<file path="src/rtl/mem_port_arbiter.sv">
// Shares one single-port SRAM between fetch and data requests: data wins, a latency-matched tag
// pipeline routes reads back to their owner. Define MEM_PORT_ARBITER_FAIRNESS_EN to bound fetch starvation.
module mem_port_arbiter #(
  parameter int ADDR_WIDTH   = 32,
  parameter int DATA_WIDTH   = 32,
  parameter int READ_LATENCY = 1,
  parameter int MAX_STREAK   = 4
) (
  input  logic                    clk,
  input  logic                    rst,
  input  logic                    if_req_valid,
  output logic                    if_req_ready,
  input  logic [ADDR_WIDTH-1:0]   if_req_addr,
  input  logic                    if_flush,
  output logic                    if_rsp_valid,
  output logic [DATA_WIDTH-1:0]   if_rsp_data,
  input  logic                    dm_req_valid,
  output logic                    dm_req_ready,
  input  logic [ADDR_WIDTH-1:0]   dm_req_addr,
  input  logic                    dm_req_we,
  input  logic [DATA_WIDTH-1:0]   dm_req_wdata,
  input  logic [DATA_WIDTH/8-1:0] dm_req_be,
  output logic                    dm_rsp_valid,
  output logic [DATA_WIDTH-1:0]   dm_rsp_data,
  output logic                    sram_en,
  output logic                    sram_we,
  output logic [ADDR_WIDTH-1:0]   sram_addr,
  output logic [DATA_WIDTH-1:0]   sram_wdata,
  output logic [DATA_WIDTH/8-1:0] sram_be,
  input  logic [DATA_WIDTH-1:0]   sram_rdata
);

  localparam int LAST = READ_LATENCY - 1;

  logic force_if;
  logic dm_acc;
  logic if_acc;

  assign dm_req_ready = dm_req_valid && !force_if;
  assign if_req_ready = if_req_valid && !if_flush && (!dm_req_valid || force_if);
  assign dm_acc       = dm_req_valid && dm_req_ready;
  assign if_acc       = if_req_valid && if_req_ready;

`ifdef MEM_PORT_ARBITER_FAIRNESS_EN
  localparam int SW = $clog2(MAX_STREAK + 1);

  logic [SW-1:0] streak_q;
  logic [SW-1:0] streak_d;

  assign force_if = (streak_q == SW'(MAX_STREAK)) && if_req_valid && !if_flush;

  // Only contested data wins count; saturate so a flush-blocked force cannot overflow.
  always_comb begin
    streak_d = streak_q;
    if (if_acc) begin
      streak_d = '0;
    end else if (dm_acc && if_req_valid && (streak_q != SW'(MAX_STREAK))) begin
      streak_d = streak_q + SW'(1);
    end
  end

  always_ff @(posedge clk or negedge rst) begin
    if (!rst) begin
      streak_q <= '0;
    end else begin
      streak_q <= streak_d;
    end
  end
`else
  assign force_if = 1'b0;

  if (MAX_STREAK < 1) begin : g_max_streak_unused
  end
`endif

  always_comb begin
    sram_en    = 1'b0;
    sram_we    = 1'b0;
    sram_addr  = '0;
    sram_wdata = '0;
    sram_be    = '0;
    if (dm_acc) begin
      sram_en    = 1'b1;
      sram_we    = dm_req_we;
      sram_addr  = dm_req_addr;
      sram_wdata = dm_req_wdata;
      sram_be    = dm_req_be;
    end else if (if_acc) begin
      sram_en    = 1'b1;
      sram_addr  = if_req_addr;
      sram_be    = '1;
    end
  end

  // Tag pipeline: one bit-vector per field, bit index = stage.
  logic [READ_LATENCY-1:0] tag_vld_q, tag_vld_d;
  logic [READ_LATENCY-1:0] tag_dm_q, tag_dm_d;
  logic [READ_LATENCY-1:0] tag_st_q, tag_st_d;
  logic [READ_LATENCY-1:0] tag_kill_q, tag_kill_d;

  assign tag_vld_d[0]  = dm_acc || if_acc;
  assign tag_dm_d[0]   = dm_acc;
  assign tag_st_d[0]   = dm_acc && dm_req_we;
  assign tag_kill_d[0] = 1'b0;

  for (genvar gi = 1; gi < READ_LATENCY; gi++) begin : g_stage
    assign tag_vld_d[gi]  = tag_vld_q[gi-1];
    assign tag_dm_d[gi]   = tag_dm_q[gi-1];
    assign tag_st_d[gi]   = tag_st_q[gi-1];
    assign tag_kill_d[gi] = tag_kill_q[gi-1] ||
                            (if_flush && tag_vld_q[gi-1] && !tag_dm_q[gi-1]);
  end

  always_ff @(posedge clk or negedge rst) begin
    if (!rst) begin
      tag_vld_q  <= '0;
      tag_dm_q   <= '0;
      tag_st_q   <= '0;
      tag_kill_q <= '0;
    end else begin
      tag_vld_q  <= tag_vld_d;
      tag_dm_q   <= tag_dm_d;
      tag_st_q   <= tag_st_d;
      tag_kill_q <= tag_kill_d;
    end
  end

  // A flush in the same cycle also suppresses a fetch response that is leaving now.
  assign if_rsp_valid = tag_vld_q[LAST] && !tag_dm_q[LAST] && !tag_kill_q[LAST] && !if_flush;
  assign dm_rsp_valid = tag_vld_q[LAST] && tag_dm_q[LAST];
  assign if_rsp_data  = if_rsp_valid ? sram_rdata : '0;
  assign dm_rsp_data  = (dm_rsp_valid && !tag_st_q[LAST]) ? sram_rdata : '0;

endmodule

</file>
<file path="config.mk">
export PLATFORM = sky130hd
export DESIGN_NAME = mem_port_arbiter
export DESIGN_NICKNAME = d
export VERILOG_FILES = /design/src/rtl/mem_port_arbiter.sv
export SDC_FILE = /design/constraint.sdc
export NUM_CORES = 1
export LEC_CHECK = 0
export CAP_MARGIN = 15
export CORE_AREA = 2 2 107 109
export CTS_BUF_LIST = sky130_fd_sc_hd__clkbuf_16
export CTS_CLUSTER_DIAMETER = 150
export CTS_CLUSTER_SIZE = 24
export DETAILED_ROUTE_END_ITERATION = 8
export DIE_AREA = 0 0 109 111
export PLACE_DENSITY_LB_ADDON = 0.15
export SLEW_MARGIN = 10
export SYNTH_ARGS = -nofsm -noshare
export SYNTH_HDL_FRONTEND = slang
export SYNTH_SLANG_ARGS = --single-unit
export TNS_END_PERCENT = 10
</file>
<file path="constraint.sdc">
create_clock -name clk -period 1.2 [get_ports clk]
set_input_delay 0.12 -clock clk [delete_from_list [all_inputs] [get_ports clk]]
set_output_delay 0.12 -clock clk [all_outputs]
set_load 0.1 [all_outputs]
</file>
==> results.toml, run 1 <==
# physical design summary
[cells_and_area]
logic_gates = 207
fin_nets = 645
syn2layout_area_growth_pct = 347
num_antenna_cells = 0
design_area_mm2 = 0.00639
sh_comb_area_pct = 26.3
regArea_um2 = 76.3
layout_top_cell = "buf_12"
drive_above_1_share_pct = 52.4
seq_area_share_pct = 1.20
clk_share_pct = 1.23
fin_cells = 649
flops = 3
comb_area_mm2 = 0.00168
nNonClkBuffers = 292
largest_class = "buffers"

[global_route]
grt_max_degree = 33
antenna_found_initial = 0
grt_pass1_vias = 2671
grtUsageTotal_pct = 15.8
overflow = 0

[yosys]
synth_warnings = 0
fp_nets = 370
syn_area_mm2 = 0.00143
yosys_area_mm2 = 0.00143
syn_avg_cell_area_um2 = 6.16
synth_cell_type_count = 17
postSynthCellCount = 232
ys_cells = 232

[job]
warnings = 29
cap_violations = 0

[placement]
dp_cells = 642
gp_congestion = 0.767
io_buffers = 275
preCtsSetupSlack_ns = -0.334

[timing]
worst_slack_ns = -0.413
worstMarginPinSlew_ns = 0.299
tns_ns = -24.96
hold_viol = 0
finalSetupViolCount = 68
maxSlewHeadroom_pct = 80.1
rsz0062_at_grt = "true"
finalCritPeriodShare_pct = 134
slew_viol_final = 0
min_period_ns = 1.61

[worst_setup_path]
startpoint_type = "register"
worstSetupPathType = "reg -> out"
crit_start = "tag_dm_q$_DFF_PN0_"
worstPathArrival_ns = 1.49
critPathCapture = "if_rsp_data[6]"
worstPathRequired_ns = 1.08
critPathMaxFanout = 16

[detailed_routing]
drc = 0
firstDrtPassIters = 4
vias_per_cell = 3.96
vias = 2568

[floorplanning]
tapCellCount = 143
chip_area_mm2 = 0.0121
die_h_um = 111
rows = 39
io_pins = 276

[clock_network]
hold_buffers = 0
cts_sinks = 3
clk_pin_slew_worst_paths_ns = 0.03
cts_tree = "done"
cts_made_buffers = 3
ctsLongestPathBuffers = 2

[run_status]
status = "finished with violations"
violations = "setup timing"

[pwr]
leakagePower_nw = 2.58
vdd_drop_max_v = 0.000342

[worst_hold_path]
holdCritPathClass = "in -> async"
## run 1: power by group
group          internal [W]  leakage (nW)  switching, W
clock network      0.000429        0.0423     0.0000864
registers          0.000108        0.0345    0.00000552
logic               0.00157          2.50       0.00235
total               0.00211          2.58       0.00244
## run 1: routing by layer
metal	track usage, %	vias to the layer above	wire length [µm]
met1	15.5	1141	3080
met4	3.42	0	76
met2	31.3	153	5400
met5	0	-	0
met3	4.64	4	1020
li1	-	1270	-
## run 1: critical path: stages (launching register included)
cell and delay (ns):
dfrtp_2 0.43, nor3b_4 0.20, buf_4 0.16, buf_16 0.14
and2_2 0.17, buf_12 0.17
## run 1: cells in the mapped netlist
| library cell | instances | area share (%) |
|---|---|---|
| and4b_2 | 1 | 0.79 |
| and3b_2 | 1 | 0.70 |
| nand2_1 | 36 | 9.4 |
| dfrtp_1 | 3 | 5.2 |
| clkbuf_1 | 3 | 0.79 |
| and2_2 | 13 | 6.8 |
| buf_6 | 5 | 3.9 |
| buf_2 | 3 | 1.0 |
| o21ai_1 | 18 | 6.3 |
| nand2b_1 | 33 | 14 |
| clkbuf_2 | 5 | 1.7 |
| buf_4 | 6 | 3.1 |
| nand2b_4 | 1 | 0.96 |
| o21ai_0 | 18 | 6.3 |
| nor3b_4 | 1 | 1.3 |
| nor2_1 | 1 | 0.26 |
| and2_1 | 84 | 37 |
## run 1: cells by family after synthesis
family	after synthesis	synth area share [%]
compound gates	36	12.6
buf+inv	22	10.7
flops	3	5.25
simple gates	171	71.5
## run 1: flip-flops by register name (all words and copies together), names as in the netlist
name / count
tag_vld_q: 1
tag_st_q: 1
tag_dm_q: 1
## run 1: repair_timing
action	CTS	global route
pin swaps	17	0
cloned	1	0
setup endpoints to repair	103	102
setup buffers	2	0
gates resized	13	2
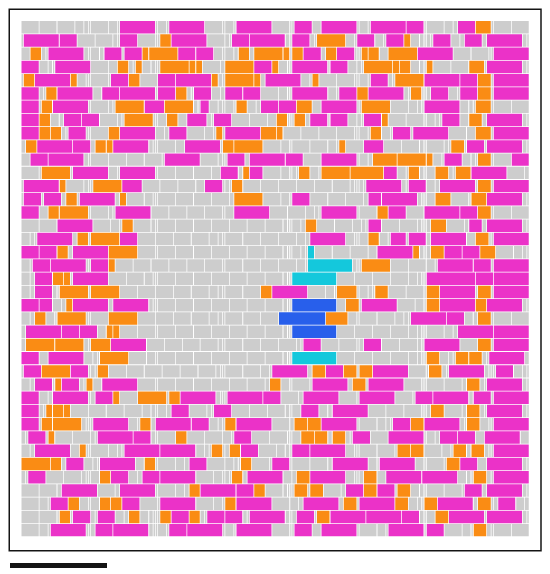
run_1/cell_classes.png
The bar under the picture is 20 µm long. Fill, decap, tap and diode cells in grey.
- all other logic: orange (cells 207)
- flip-flops: blue (cells 3)
- clock drivers and dummy loads: cyan (cells 4)
- other buffers and delay cells: magenta (cells 292)

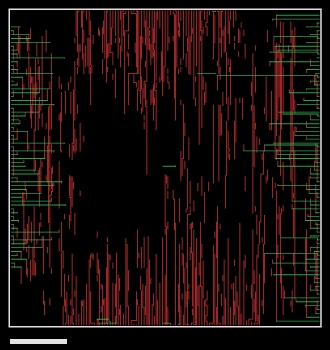
run_1/metal_stack.png
The bar under the picture is 20 µm long. Only two layers are drawn.
- met3: green (wire length 1,020 µm)
- met2: red (wire length 5,400 µm)

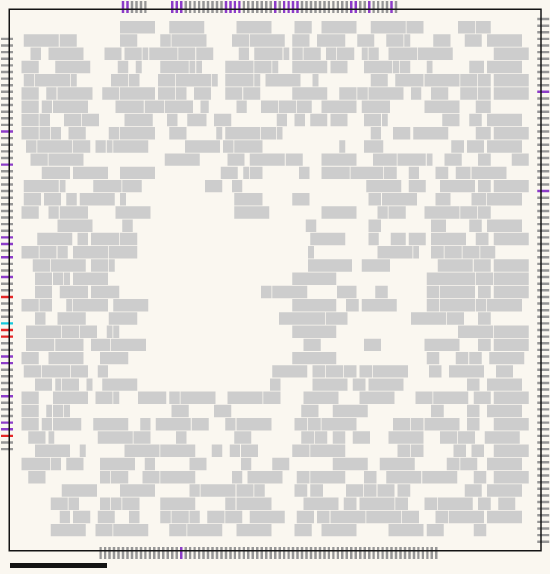
run_1/pins.png
The bar under the picture is 20 µm long. Pins as bars across the die edge, other pins in grey.
- dm_req_be: red (pins 4; direction input; edge left)
- if_req_addr: purple (pins 32; direction input; edge 18 top, 11 left, 2 right, 1 bottom)
- if_req_ready: cyan (pins 1; direction output; edge left)

==> run 1 -> run 2 <==
--- a/config.mk
+++ b/config.mk
@@ -13,7 +13,7 @@
 export DETAILED_ROUTE_END_ITERATION = 8
 export DIE_AREA = 0 0 109 111
 export PLACE_DENSITY_LB_ADDON = 0.15
-export SLEW_MARGIN = 10
+export SLEW_MARGIN = 40
 export SYNTH_ARGS = -nofsm -noshare
 export SYNTH_HDL_FRONTEND = slang
 export SYNTH_SLANG_ARGS = --single-unit
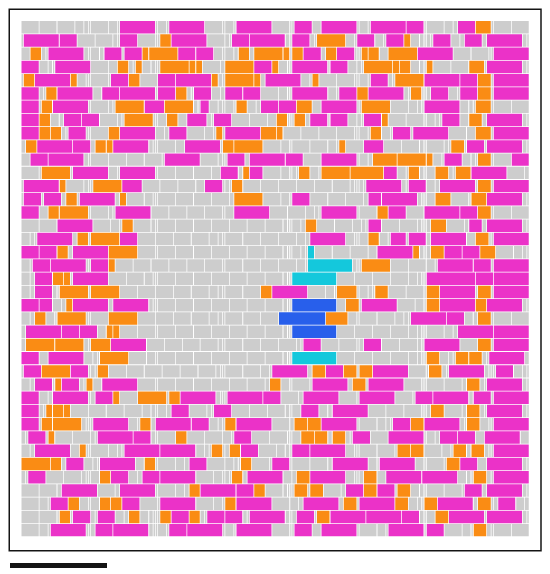
run_2/cell_classes.png
The bar under the picture is 20 µm long. Fill, decap, tap and diode cells in grey.
- all other logic: orange (cells 207)
- clock drivers and dummy loads: cyan (cells 4)
- other buffers and delay cells: magenta (cells 292)
- flip-flops: blue (cells 3)

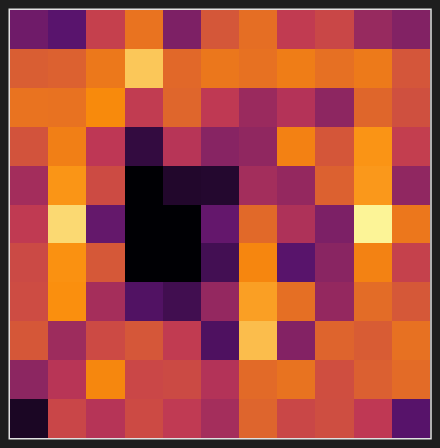
run_2/density.png
11 x 11 tiles, from black (low) to pale yellow (high), 0 to 100% covered.
- mean over tiles: 51%
- fullest tile: 98%
- emptiest ninth of the die: centre
- tiles over 75% full: 8.3%
- nearly empty tiles: 4.1%

==> run 2 against run 1 <==
Net effect: the run still ends with setup timing left; synthesized cell count unchanged; worst setup slack unchanged; count of clock-buffer cells in the layout unchanged; routed wire length unchanged; critical endpoint unchanged.
==> results.toml, run 2 <==
# physical design summary
[timing]
finalCritPeriodShare_pct = 134
rsz0062_at_grt = "true"
slew_viol_final = 0
maxSlewHeadroom_pct = 80.1
worstMarginPinSlew_ns = 0.299
finalSetupViolCount = 68
hold_viol = 0
tns_ns = -24.96
min_period_ns = 1.61
worst_slack_ns = -0.413

[run_status]
status = "finished with violations"
violations = "setup timing"

[yosys]
synth_warnings = 0
ys_cells = 232
synth.area.top_cells = "and2_1, nand2b_1, nand2_1, and2_2, o21ai_0"
postSynthCellCount = 232
yosys_area_mm2 = 0.00143
synth.most_common_cell = "and2_1"
syn_avg_cell_area_um2 = 6.16
syn_area_mm2 = 0.00143
top_area_share_pct = 36.7
synthArstFlopShare_pct = 100
yosys.area.top_type = "and2_1"
synthTopCellsByCount = "and2_1, nand2_1, nand2b_1, o21ai_0, o21ai_1"
fp_nets = 370
synth_cell_type_count = 17
synth-main-ff-cell = "dfrtp_1"
edf_count = 0

[cells_and_area]
layout_top_cell = "buf_12"
syn2layout_area_growth_pct = 347
drive_above_1_share_pct = 52.4
fin_cells = 649
largestRegisters = "tag_dm_q: 1 flops, tag_st_q: 1 flops, tag_vld_q: 1 flops"
design_area_mm2 = 0.00639
fin_nets = 645
num_antenna_cells = 0

[detailed_routing]
vias = 2568
wirelength_mm = 9.58
drtIter0Drc = 72
drc = 0
detail_route.wl_per_cell_um = 14.8
firstDrtPassIters = 4
vias_per_cell = 3.96

[worst_setup_path]
crit_start = "tag_dm_q$_DFF_PN0_"
path_cells = "nor3b_4 > buf_4 > buf_16 > and2_2 > buf_12"
startpoint_type = "register"
worstSetupPathType = "reg -> out"
critPathMaxFanout = 16
crit_slowest_cell = "dfrtp_2"
worstPathArrival_ns = 1.49
max_stage_delay_ns = 0.43
crit_buf_inv = 3
crit_family = "buffers and inverters"
worstPathRequired_ns = 1.08

[floorplanning]
coreArea_mm2 = 0.0111
chip_area_mm2 = 0.0121
rows = 39
io_pins = 276
fp_util_pct = 12.9
die_h_um = 111

[pwr]
leakagePower_nw = 2.58
vdd_drop_max_v = 0.000342

[placement]
dp_cells = 642
preCtsSetupSlack_ns = -0.334
io_buffers = 275
gp_congestion = 0.767

[global_route]
grt_max_degree = 33
grt_pass1_wl_mm = 15.0
overflow = 0
antenna_found_initial = 0
grt_pass1_vias = 2671
grtUsageTotal_pct = 15.8

[clock_network]
cts_made_buffers = 3
cts_sinks = 3
clk_pin_slew_worst_paths_ns = 0.03
cts_tree = "done"
ctsLongestPathBuffers = 2
hold_buffers = 0

[worst_hold_path]
holdCritPathClass = "in -> async"

[job]
warnings = 29
cap_violations = 0
-- run 2: cell counts after synthesis --
Identical to the previous run, type by type.
-- run 2: kinds of logic (layout without fill, tap and decap cells) --
family | Yosys count | in the layout | synth area share [%]
compound gates | 36 | 36 | 12.6
buf+inv | 22 | 296 | 10.7
simple gates | 171 | 171 | 71.5
flops | 3 | 3 | 5.25
-- run 2: layer usage --
metal  vias to the layer above  GRT usage [%]  wire length (µm)
met5                         -              0                 0
met4                         0           3.42                76
met3                         4           4.64              1020
met2                       153           31.3              5400
met1                      1141           15.5              3080
li1                       1270              -                 -
-- run 2: worst paths after layout --
kind	endpoint	cells past startpoint
worst max-delay path	if_rsp_data[6]	5
worst min-delay path	tag_vld_q$_DFF_PN0_	1
max in group asynchronous	tag_dm_q$_DFF_PN0_	1
min in group clk	tag_dm_q$_DFF_PN0_	2
-- run 2: where the power goes --
| part | internal [W] | switching [W] | total, W |
|---|---|---|---|
| clock | 0.000429 | 0.0000864 | 0.000516 |
| sequential | 0.000108 | 0.00000552 | 0.000113 |
| combinational | 0.00157 | 0.00235 | 0.00392 |
-- run 2: final cells by class --
| class | instances | area (µm²) |
|---|---|---|
| repair buffers | 292 | 4380 |
| clock inverters | 1 | 3.75 |
| well taps | 143 | 179 |
| flip-flops and latches | 3 | 76.3 |
| clock buffers | 3 | 75.1 |
| multi-input cells | 207 | 1680 |
| fillers | 915 | 4690 |
-- run 2: repair_timing --
action / 4_1_cts / 5_1_grt
endpoints found under the hold margin: 0 / 0
gates cloned: 1 / 0
buffers inserted: 2 / 0
endpoints found under the setup margin: 103 / 102
gates resized: 13 / 2
pin swaps: 17 / 0
Power and IR drop assume default switching activity.
